### The metal 1 layer, run 1

Cells faint in the background.
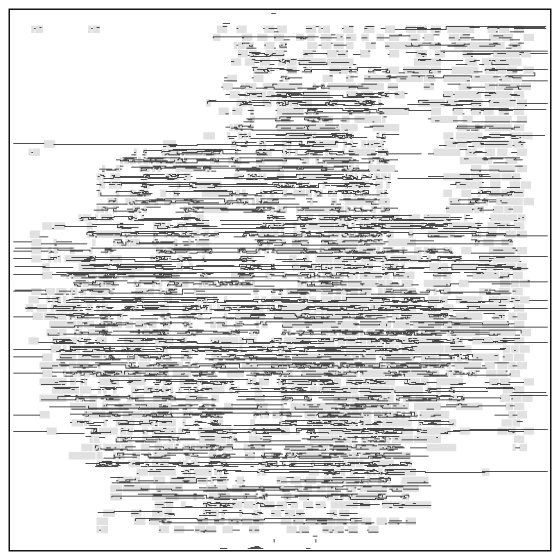
### Signal wires on met2, run 1

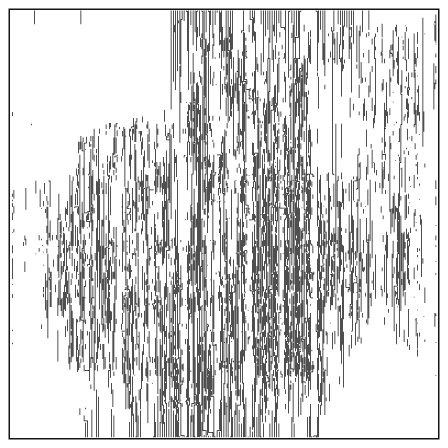
### The metal 4 layer, run 1

Cells faint in the background.
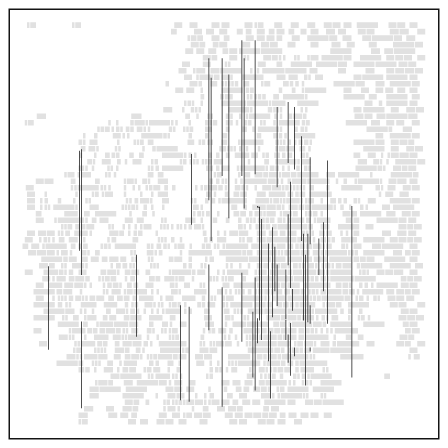
### Placement density heat map, run 1

Bar = 50 um. 18 x 18 tiles, from dark blue (low) to red (high), 0 to 100% covered.
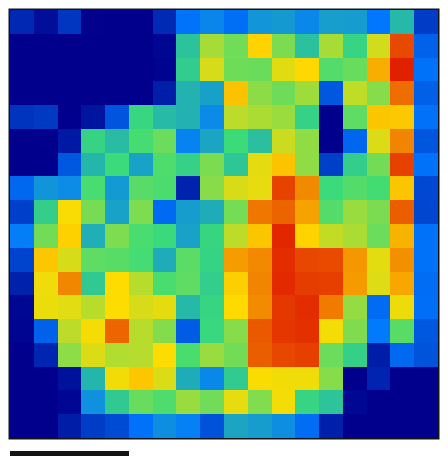
==> config.mk <==
export PLATFORM = sky130hd
export DESIGN_NAME = pc_fetch_unit_flat
export DESIGN_NICKNAME = d
export VERILOG_FILES = /design/src/rtl/pc_fetch_unit_pkg.sv /design/src/rtl/pc_fetch_unit_if.sv /design/src/rtl/pc_fetch_unit_next_pc_calc.sv /design/src/rtl/pc_fetch_unit.sv /design/src/flat_wrapper.sv
export SDC_FILE = /design/constraint.sdc
export NUM_CORES = 1
export LEC_CHECK = 0
export ABC_AREA = 1
export CAP_MARGIN = 15
export CELL_PAD_IN_SITES_DETAIL_PLACEMENT = 0
export CELL_PAD_IN_SITES_GLOBAL_PLACEMENT = 1
export CORE_MARGIN = 5
export CORE_UTILIZATION = 29
export CTS_CLUSTER_SIZE = 12
export DETAILED_ROUTE_END_ITERATION = 10
export GPL_TIMING_DRIVEN = 0
export PLACE_DENSITY = 0.83
export SYNTH_ARGS = -nofsm -noshare
export SYNTH_HDL_FRONTEND = slang
export SYNTH_SLANG_ARGS = --single-unit
==> constraint.sdc <==
create_clock -name clk -period 2.5 [get_ports clk]
set_input_delay 0.625 -clock clk [delete_from_list [all_inputs] [get_ports clk]]
set_output_delay 0.625 -clock clk [all_outputs]
set_load 0.02 [all_outputs]
==> commit_impl_results.txt <==
Log flow metrics for this revision

- According to the floorplan report, the die width is between 150 and 200 um.
- In this run, the synthesized area fraction spent on and/or/nand/nor cells is recorded as between 30% and 40%.
* Number of warning messages in the yosys log: 0
- Number of buffer and inverter stages on the critical path: 2
- The largest individual stage delay along the critical path comes from the cell sky130_fd_sc_hd__dfrtp_2.
- The H-tree generated during clock tree synthesis spans 3 levels.
- Failing checks: negative setup slack
- The first global-routing pass estimated approximately 57000 um of wire.
* Detailed placer's ending HPWL: ~31000 um
- Headroom to the max-slew limit came out at roughly 44%.
- The floorplan has ~62 rows.
- The final critical path takes up 122% of the cycle.
- Counting the buffers created by CTS gives 9.
- Pin count of the biggest net entering global routing: 62
- Setup violations, final: 49
- Per STA, the worst path accumulates the most delay in the family simple AND/OR/NAND/NOR gates.
- Dominant cell type by area after synthesis: sky130_fd_sc_hd__dfrtp_1
- In the final layout, the share of cells above drive strength 1 is about 37%.
- In this run the layout overhead on the synthesized area is reported as 76.6%.
* Aggregate global-route resource usage: a little under a quarter
- The flow ran to the end, but the final reports show violations.
- Worst EP arrival: 3.30 ns
- Counting along the longest clock path gives a buffer depth of 2.
- The cell area that synthesis handed to floorplanning was between 8000 and 9000 um^2.
- Most area-consuming cells after synthesis: sky130_fd_sc_hd__dfrtp_1 (28%), sky130_fd_sc_hd__nand2_1 (20%), sky130_fd_sc_hd__inv_1 (7.4%)
- Multiplexer cells account for under 10% of the synthesized area.
- Critical Path Stages: 20
- The number of placed instances, taps included, is between 1500 and 2000.
- Sequential cells were found to cover 28.7% of the synthesized design area.
- The initial antenna violation count came to 1.
* Synth Area per Inst: 6.53 um^2
- First-pass iteration count of the detailed router: 5
- CP cell instances: ha_4, nand3_4, nor2_4, buf_4, nand2_2, xor2_2, inv_2, ha_4, nand2_2, nand2_2, o21bai_1, nand3b_1, nand2_1, nand2_1, nand2_1, nand3_1, nand2_1, nand2_2, nand2_1, nand2_1
- Area fraction in full adders, half adders and majority gates: roughly 5%
- Pwr/cell area: about 1200 nW/um^2
* Most repeated library cell on the critical path: sky130_fd_sc_hd__nand2_1
- Per the OpenROAD floorplan log, the height of the die is ~180 um.
- Weighted congestion at the end of routability-driven global placement: 0.946
- Setup repair after global routing could not meet its margin everywhere.
- The commonest register cell is sky130_fd_sc_hd__dfrtp_1.
* Min setup slack post-route: -0.553 ns
- The die covers 32100 um^2.
* Post-Synth AOI/OAI Area: between 10% and 20%
- The number of global-route vias before repair is approximately 10000.
-- 'The metal 1 layer' (at the start) --
main direction	horizontal
share of all routed wire	39%
aggregate routed wire length: 40300 um
grt met1 use: 28.1%
vias after detailed routing: 10200

-- 'Signal wires on met2' (at the start) --
wire length on this layer	19000 um
longest straight run	67.0 um
GRT met2 Usage: 39.7%

-- 'The metal 4 layer' (at the start) --
main direction	vertical
longest straight run	71.4 um
nets with wire on the layer	46

-- 'Placement density heat map' (at the start) --
fullest tile	96%
tiles over 75% full	16%
nearly empty tiles	16%
emptiest ninth of the die	north-west
mean over tiles	44%
core region area: 28500 um^2
end-of-flow core utilization: 51.4%
Floorplan Utilization: 29.1%

-- run 1: Yosys cell counts (all sizes together), types with 2 or more instances --
library cell	n
a21o	2
a21oi	63
a22oi	9
buf	57
clkbuf	18
dfrtp	94
ha	32
inv	173
mux2	32
nand2	444
nand3	85
nand3b	2
nand4	14
nor2	101
nor3	19
o211ai	8
o21ai	70
o21bai	10
or2	5
xor2	18
-- run 1: what timing repair did --
action	4_1_cts	5_1_grt
hold buffers	0	0
pin swaps	113	74
gates resized	377	126
buffers inserted	107	34
endpoints found under the setup margin	69	65
-- run 1: layout make-up --
class	count	area [um^2]	area share, %
Tap cell	384	480	3.28
Inverter	174	703	4.80
Timing Repair Buffer	406	3860	26.4
Clock buffer	9	225	1.54
Sequential cell	95	2410	16.4
Multi-Input combinational cell	933	6440	44.0
Antenna cell	1	2.50	0.0171
Buffer	74	455	3.11
Clock inverter	7	66.3	0.453
-- run 1: per-layer routing --
layer	GRT usage [%]	vias to the layer above	routed length, um
met5	0	-	0
met4	10.5	0	1780
met3	6.75	107	3740
met2	39.7	493	19000
met1	28.1	4752	15800
li1	-	4835	-
-- run 1: per-stage QoR --
| step | hold slack (ns) | setup WS [ns] | area [um^2] | TNS, ns |
|---|---|---|---|---|
| detailed placement | 0.466 | -1.39 | 11900 | -40.82 |
| finish | 0.238 | -0.553 | 14600 | -14.29 |
| global route | 0.277 | -0.721 | 14600 | -20.10 |
| global placement | 0.468 | -3.24 | 11900 | -317.74 |
| CTS | 0.244 | -0.441 | 14000 | -9.75 |
| floorplan | 0.329 | -0.170 | 8770 | -2.49 |
-- run 1: layout by cell type (no fill, tap or decap), drive strengths merged, types with 2 or more instances in the layout --
cell type        n
a21o             2
a21oi           63
a22oi            9
buf            222
clkbuf          29
clkdlybuf4s50  235
clkinv           5
clkinvlp         3
conb             8
dfrtp           94
dlygate4sd2      2
ha              32
inv            173
mux2            32
nand2          444
nand3           85
nand3b           2
nand4           14
nor2           101
nor3            19
o211ai           8
o21ai           70
o21bai          10
or2              5
xor2            18
-- run 1: cell families after synthesis --
family | Yosys count
xor+xnor | 19
fa+ha+maj | 33
buf+inv | 249
other cells | 1
compound gates | 170
flops | 95
simple gates | 671
mux | 32
-- run 1: power by group --
group | internal, W | leakage [nW] | switching (W)
Clock | 0.000698 | 0.141 | 0.000661
Sequential | 0.00229 | 1.16 | 0.000744
Combinational | 0.00603 | 5.57 | 0.00728
Power figures rest on the tool's default switching activity, not on a simulated workload.
